Run 1, a small window of the routed layout:
Window x 49 to 89, y 49 to 89 µm. Cells in gray, sequential cells in the stronger gray; small squares are vias.
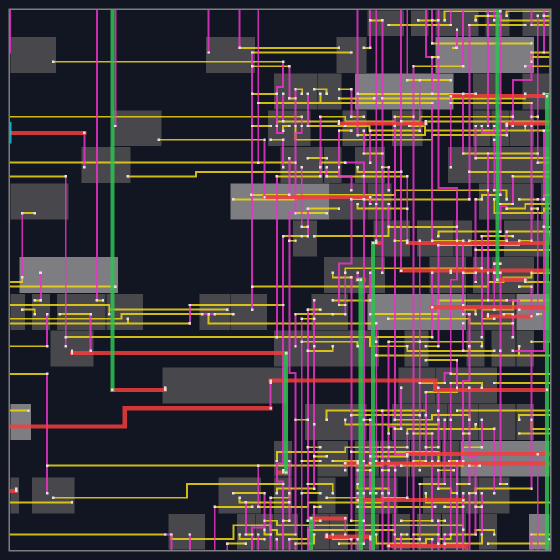
Run 1, M2 wires:
Scale: 3 px per µm. Cells faint in the background.
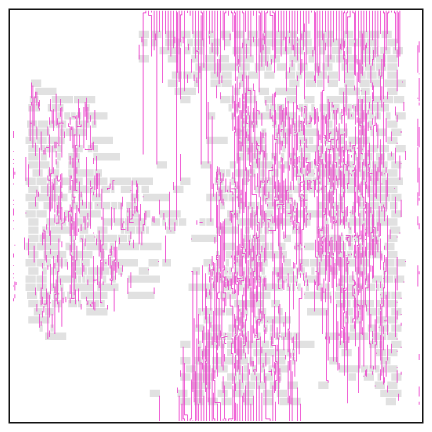
Run 1, cell outlines without signal wires:
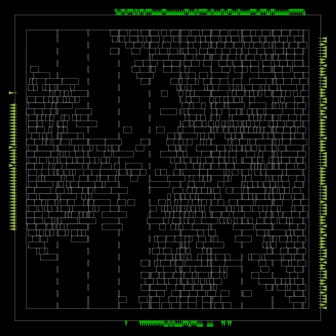
<file path="src/rtl/fetch_stage.sv">
// fetch_stage: F stage of the 5-stage MIPS pipeline with precise exceptions.
//
// Owns the PC register. Each cycle it picks the next PC from the sequential
// PC, a resolved branch/jump target, the exception entry point or the CP0 EPC
// (eret). It also presents the F-stage bundle to the F/D pipeline register.
//
// Ports:
//   clk, reset      clock, synchronous active-high reset
//   stall           hazard stall, holds pc and fetch_count
//   req             exception/interrupt request, redirects to HANDLER_PC
//   eret, epc       eret in D, redirect to epc (no delay slot)
//   d_is_jump       instruction in D is a branch/jump (F holds its delay slot)
//   d_taken         branch/jump in D resolved taken
//   d_target        resolved branch/jump target
//   i_inst_rdata    instruction-memory read data (combinational in address)
//   i_inst_addr     instruction-memory address (= pc)
//   f_instr         fetched instruction (nop when the fetch address is bad)
//   f_pc, f_pc_8    PC of the fetched instruction and PC + 8
//   f_bd            fetched instruction is in a delay slot
//   f_adel          fetch address error
//   fetch_count     wrapping count of PC advances since reset
module fetch_stage #(
    parameter logic [31:0] RESET_PC   = 32'h0000_3000,
    parameter logic [31:0] HANDLER_PC = 32'h0000_4180,
    parameter logic [31:0] IM_LO      = 32'h0000_3000,
    parameter logic [31:0] IM_HI      = 32'h0000_6ffc
) (
    input  logic        clk,
    input  logic        reset,
    input  logic        stall,
    input  logic        req,
    input  logic        eret,
    input  logic [31:0] epc,
    input  logic        d_is_jump,
    input  logic        d_taken,
    input  logic [31:0] d_target,
    input  logic [31:0] i_inst_rdata,
    output logic [31:0] i_inst_addr,
    output logic [31:0] f_instr,
    output logic [31:0] f_pc,
    output logic [31:0] f_pc_8,
    output logic        f_bd,
    output logic        f_adel,
    output logic [31:0] fetch_count
);

    logic [31:0] pc;
    logic [31:0] count;

    // req outranks stall so an interrupt is never lost behind a hazard.
    // eret outranks a taken branch: the two cannot legally coincide, and
    // eret must not execute a delay slot.
    always_ff @(posedge clk) begin
        if (reset) begin
            pc    <= RESET_PC;
            count <= 32'd0;
        end else if (req) begin
            pc    <= HANDLER_PC;
            count <= count + 32'd1;
        end else if (!stall) begin
            if (eret) begin
                pc <= epc;
            end else if (d_is_jump && d_taken) begin
                pc <= d_target;
            end else begin
                pc <= pc + 32'd4;
            end
            count <= count + 32'd1;
        end
    end

    // epc and d_target are not checked when taken; a bad address is caught
    // here once it becomes the fetch PC.
    assign f_adel = (pc[1:0] != 2'b00) || (pc < IM_LO) || (pc > IM_HI);

    // Memory still sees the bad address; its data is replaced by a nop.
    assign i_inst_addr = pc;
    assign f_instr     = f_adel ? 32'd0 : i_inst_rdata;
    assign f_pc        = pc;
    assign f_pc_8      = pc + 32'd8;
    assign f_bd        = d_is_jump;
    assign fetch_count = count;

endmodule
</file>
<file path="config.mk">
export PLATFORM = sky130hd
export DESIGN_NAME = fetch_stage
export DESIGN_NICKNAME = d
export VERILOG_FILES = /design/src/rtl/fetch_stage.sv
export SDC_FILE = /design/constraint.sdc
export NUM_CORES = 1
export LEC_CHECK = 0
export CAP_MARGIN = 10
export CORE_MARGIN = 5
export CORE_UTILIZATION = 30
export DETAILED_ROUTE_END_ITERATION = 6
export GPL_ROUTABILITY_DRIVEN = 1
export PLACE_DENSITY = 0.77
export SYNTH_ARGS = -nofsm -noshare
export SYNTH_HDL_FRONTEND = slang
export SYNTH_SLANG_ARGS = --single-unit
</file>
<file path="constraint.sdc">
create_clock -name clk -period 3.4 [get_ports clk]
set_clock_uncertainty 0.05 [all_clocks]
set_input_delay 0.34 -clock clk [delete_from_list [all_inputs] [get_ports clk]]
set_output_delay 0.34 -clock clk [all_outputs]
set_load 0.05 [all_outputs]
</file>
==> summary.txt, run 1 <==
The implementation run finished. The flow ran to the end, and the final reports show no timing, DRC or antenna violations. For reference, the most critical setup path is categorized as reg -> out. The number of placed instances, taps included, is ~1100. Buffers inserted during post-CTS setup optimization landed at 0. For the final routed database, the setup TNS stands at 0 ns. Clock tree synthesis found a total of 64 sinks.

Net count reported at finish landed at 993. Minimum clock period landed at between 3 and 4 ns. Number of buffers on the longest clock path landed at 2. The number of nets handed over by synthesis was 785. According to the floorplan report, the die width is around 140 µm.

Standard cell core area landed at between 0.015 and 0.02 mm². Violation tally from detailed-route iteration zero landed at 488. The number of hold buffers added after CTS was 0. The type recorded for the worst min-delay path is reg -> reg. Worst-case vdd ir drop landed at 0.196 mV.

Part of the cycle the worst path needs landed at 92.7%. Slew at the pin with the worst max-slew slack landed at 0.795 ns. Area figure in the yosys stat output landed at between 0.004 and 0.005 mm². Final setup slack of the worst path landed at 0.248 ns. TritonRoute output was used to compute an average wire per cell of 18.3 µm. Hold analysis shows the worst path with a depth of 2.

The first global-routing pass estimated 30100 µm of wire. TritonCTS built the clock tree. The main area contributors are dfxtp_1, xnor2_1, buf_4, nor2_1, a21oi_1. Counting pins that exceed their max-slew limit in the final report gives 0. Length of the first detailed-routing pass in iterations landed at 5. Headroom to the max-slew limit landed at 46.6%. Clock-pin transition on the worst setup and hold timing paths landed at about 0.06 ns. OpenSTA lists the critical path endpoint as f_instr[10]. The worst setup path is launched from a flop. The final report lists the setup-violating endpoint count as 0.
Notes on 'a small window of the routed layout' above:
legend:
  green:
    layer: M4
  magenta:
    layer: M2
  cyan:
    layer: M5
  red:
    layer: M3
  yellow:
    layer: M1
cells with their middle in the window: 89
netlist names of flops here include: f_pc (5), fetch_count (1)
sequential cells in the window: 6
most frequent: nor2_1 (14), buf_4 (9)

Notes on 'M2 wires' above:
nets with wire on the layer: 832
main direction: vertical

Notes on 'cell outlines without signal wires' above:
non-filler instance count after layout: 1108
Std-Cell Rows: 46
Tap Count: 216

==> run 1: where the power goes <==
part	switching, W	internal [W]
sequential	0.0000453	0.000771
clock	0.000368	0.000605
combinational	0.000544	0.000357
==> run 1: worst max-delay path: stages (launching register included) <==
cell and delay (ns):
dfxtp_1 0.56, nand2_1 0.25, xor2_1 0.22, nor3_2 0.12, buf_4 0.28, and2_1 0.17, clkdlybuf4s50_1 0.82
==> run 1: worst min path at each step <==
stage,from,slack (ns),to
2_1_floorplan,epc[5],0.45,f_pc[5]
3_3_place_gp,fetch_count[31],0.42,fetch_count[31]
3_5_place_dp,fetch_count[31],0.43,fetch_count[31]
4_1_cts,fetch_count[31],0.45,fetch_count[31]
5_1_grt,fetch_count[31],0.49,fetch_count[31]
6_report,fetch_count[31],0.45,fetch_count[31]
==> run 1: cell usage in the layout (no fill, tap or decap), types with 8 or more instances in the layout <==
| cell type | netlist | final |
|---|---|---|
| buf_12 | 0 | 15 |
| nand3_1 | 39 | 39 |
| inv_1 | 15 | 15 |
| nor2_1 | 63 | 63 |
| a21oi_1 | 47 | 47 |
| buf_4 | 39 | 29 |
| dfxtp_1 | 64 | 64 |
| a31oi_1 | 9 | 9 |
| nand4_1 | 13 | 13 |
| xor2_1 | 15 | 15 |
| o21ai_0 | 40 | 40 |
| clkdlybuf4s50_1 | 0 | 245 |
| o22ai_1 | 8 | 8 |
| and2_1 | 35 | 35 |
| and3_1 | 8 | 8 |
| nor3_1 | 21 | 20 |
| xnor2_1 | 38 | 38 |
| nand2_1 | 62 | 62 |
| or3_1 | 14 | 14 |
| nor4_1 | 20 | 19 |
| clkbuf_16 | 0 | 9 |
==> run 1: routing by layer <==
layer | wire length (µm) | GRT usage, % | part of all wire (%)
met4 | 350 | 4.99 | 1.7
met3 | 2210 | 6.17 | 11
met5 | 13 | 0 | 0.064
met1 | 8380 | 26.7 | 41
met2 | 9350 | 32.0 | 46
==> run 1: cell families (layout without fill, tap and decap cells) <==
group | Yosys count | count (layout) | share of synthesized area [%]
XOR/XNOR | 53 | 53 | 9.55
adder cells (fa/ha/maj) | 3 | 3 | 0.772
flip-flops | 64 | 64 | 26.4
AND-OR/OR-AND | 149 | 149 | 19.1
AND/OR/NAND/NOR | 296 | 296 | 31.4
buffers and inverters | 109 | 322 | 11.8
multiplexers | 5 | 5 | 1.03
==> run 1: sequential cells by signal, indices dropped and copies added (netlist names), named ones only <==
| signal | cells |
|---|---|
| fetch_count | 32 |
| f_pc | 30 |
==> run 1: through the flow <==
stage	power (W)	hold slack (ns)	area (µm²)
after floorplan	0.00137	0.451	4860
after global placement	0.00173	0.422	7600
after detailed placement	0.00173	0.433	7600
after CTS	0.00270	0.448	7910
after global routing	0.00278	0.491	7910
final	0.00269	0.445	7910
==> run 1: area by class of cell <==
cell class	count	area, µm²
well taps	216	270
repair buffers	290	2980
clock inverters	5	55.1
inverters	16	60.1
multi-input cells	506	3020
fillers	1512	7970
flip-flops and latches	64	1280
clock buffers	11	253
--- run 2 (diff from run 1) ---
--- a/config.mk
+++ b/config.mk
@@ -5,6 +5,7 @@
 export SDC_FILE = /design/constraint.sdc
 export NUM_CORES = 1
 export LEC_CHECK = 0
+export ABC_AREA = 0
 export CAP_MARGIN = 10
 export CORE_MARGIN = 5
 export CORE_UTILIZATION = 30
Run 2, ports around the boundary:
Scale: 3 px per µm. Pins as bars across the die edge, other pins in gray.
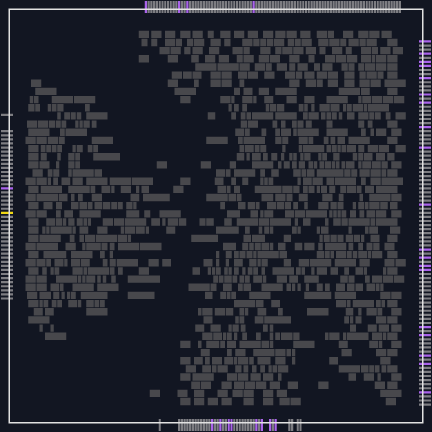
legend:
  purple:
    port: d_target
    pins: 32
    direction: input
    edge: 19 right, 8 bottom, 4 top, 1 left
  yellow:
    port: req
    pins: 1
    direction: input
    edge: left
all pins by edge: 93 top, 90 right, 43 left, 39 bottom

==> run 2 against run 1 <==
Compared with the run above:
- area after synthesis unchanged
- critical path depth unchanged
- sequential power about the same
- setup slack unchanged
- power unchanged
- first-iteration DRC count unchanged
- fmax unchanged
- synthesized cell count unchanged
- critical path type unchanged
- die area did not move
- clock-buffer cell count unchanged
==> summary.txt, run 2 <==
The implementation run finished. The flow ran to the end, and the final reports show no timing, DRC or antenna violations. between 200 and 300 I/O pins were placed. After clock tree synthesis, the flow added hold-fix buffers numbering 0. Wire length of the first global-routing pass landed at 30100 µm. Post-detailed-route wirelength per cell landed at 18.3 µm. The clock drives 64 sinks. Once the clock tree was built, the setup fixing pass inserted 0 buffers.

Setup total negative slack on the finished layout was measured at 0 ns. Net count reported at finish landed at 993. Clock-pin transition on the worst setup and hold timing paths landed at 0.06 ns.

The most common logic cells in the final layout are clkdlybuf4s50_1, dfxtp_1, nor2_1. The horizontal die dimension reported for this design is 137 µm. The register with the most flip-flops in the layout has 32 of them.

Number of pins with negative max-slew slack in the final report landed at 0. Violation tally from detailed-route iteration zero landed at 488. The final timing report gives a worst setup slack of about 0.25 ns. The pin closest to its max-slew limit shows a slew of 0.795 ns.

Standard cell core area landed at 0.0159 mm². By area the synthesized netlist is led by dfxtp_1, xnor2_1, buf_4, nor2_1, a21oi_1. Of all flip-flops after synthesis, the portion carrying an async set or reset was 0%. Headroom to the max-slew limit landed at 46.6%. Length of the first detailed-routing pass in iterations landed at 5. Final-report setup violation count landed at 0. When the netlist entered floorplanning its net count stood at 785.

The top cell type in the final layout, fill and taps aside, is clkdlybuf4s50_1. TritonCTS built the clock tree. The script computed a power per unit cell area of ~340 mW/mm².

After layout, the design draws a total of 0.00269 W. Post-synthesis instance area landed at about 0.0049 mm². The longest clock path from root to sink contains 2 buffers. Row count landed at 46. Post-synthesis, Yosys gives the total cell area as 0.00486 mm². Critical path arrival landed at 2.76 ns. Total wire length after detailed routing landed at 20300 µm. Minimum clock period landed at 3.15 ns. The most critical min-delay path falls under reg -> reg. Worst-case vdd ir drop landed at 0.196 mV. The worst setup path is launched from a flop.
-- run 2: cell counts in the layout (fill, tap and decap cells not counted) --
No cell type changed its count.
-- run 2: kinds of logic after synthesis --
family | after synthesis | synth area share (%)
AND/OR/NAND/NOR | 296 | 31.4
AND-OR/OR-AND | 149 | 19.1
multiplexers | 5 | 1.03
XOR/XNOR | 53 | 9.55
flip-flops | 64 | 26.4
adder cells (fa/ha/maj) | 3 | 0.772
buffers and inverters | 109 | 11.8
-- run 2: routing by layer --
metal	share of wire [%]	vias up	track usage [%]	wire, µm
met5	0.064	-	0	13
met4	1.7	2	4.99	350
met3	11	32	6.17	2210
met2	46	317	32.0	9350
met1	41	2672	26.7	8380
li1	-	2775	-	-
-- run 2: report_power, final --
| part | total (W) | switching [W] | internal, W | leakage (nW) |
|---|---|---|---|---|
| Sequential | 0.000816 | 0.0000453 | 0.000771 | 0.520 |
| Clock | 0.000974 | 0.000368 | 0.000605 | 0.148 |
| Combinational | 0.000901 | 0.000544 | 0.000357 | 2.05 |
-- run 2: cell type report --
cell class,instances,area (µm²)
fill,1512,7970
multi-input combinational,506,3020
timing repair buffer,290,2980
sequential,64,1280
tap,216,270
clock buffer,11,253
inverter,16,60.1
clock inverter,5,55.1
-- run 2: worst max-delay path, stage by stage, from the launching register on --
cell	delay, ns
dfxtp_1	0.56
nand2_1	0.25
xor2_1	0.22
nor3_2	0.12
buf_4	0.28
and2_1	0.17
clkdlybuf4s50_1	0.82
-- run 2: stage by stage --
stage	util, %	hold WS (ns)	cell area, µm²	instances
6_report	49.8	0.445	7910	1108
5_1_grt	49.8	0.491	7910	1108
4_1_cts	49.8	0.448	7910	1108
3_5_place_dp	47.9	0.433	7600	1092
3_3_place_gp	47.9	0.422	7600	1092
2_1_floorplan	-	0.451	4860	679
-- run 2: final timing paths --
| check | start | endpoint | slack, ns | cells after the start |
|---|---|---|---|---|
| min reg2reg | fetch_count[31] | fetch_count[31] | 0.45 | 2 |
| max reg2reg | f_pc[4] | f_pc[27] | 0.67 | 6 |
| min | fetch_count[31] | fetch_count[31] | 0.45 | 2 |
| max | f_pc[13] | f_instr[10] | 0.25 | 6 |
Power figures rest on the tool's default switching activity, not on a simulated workload.
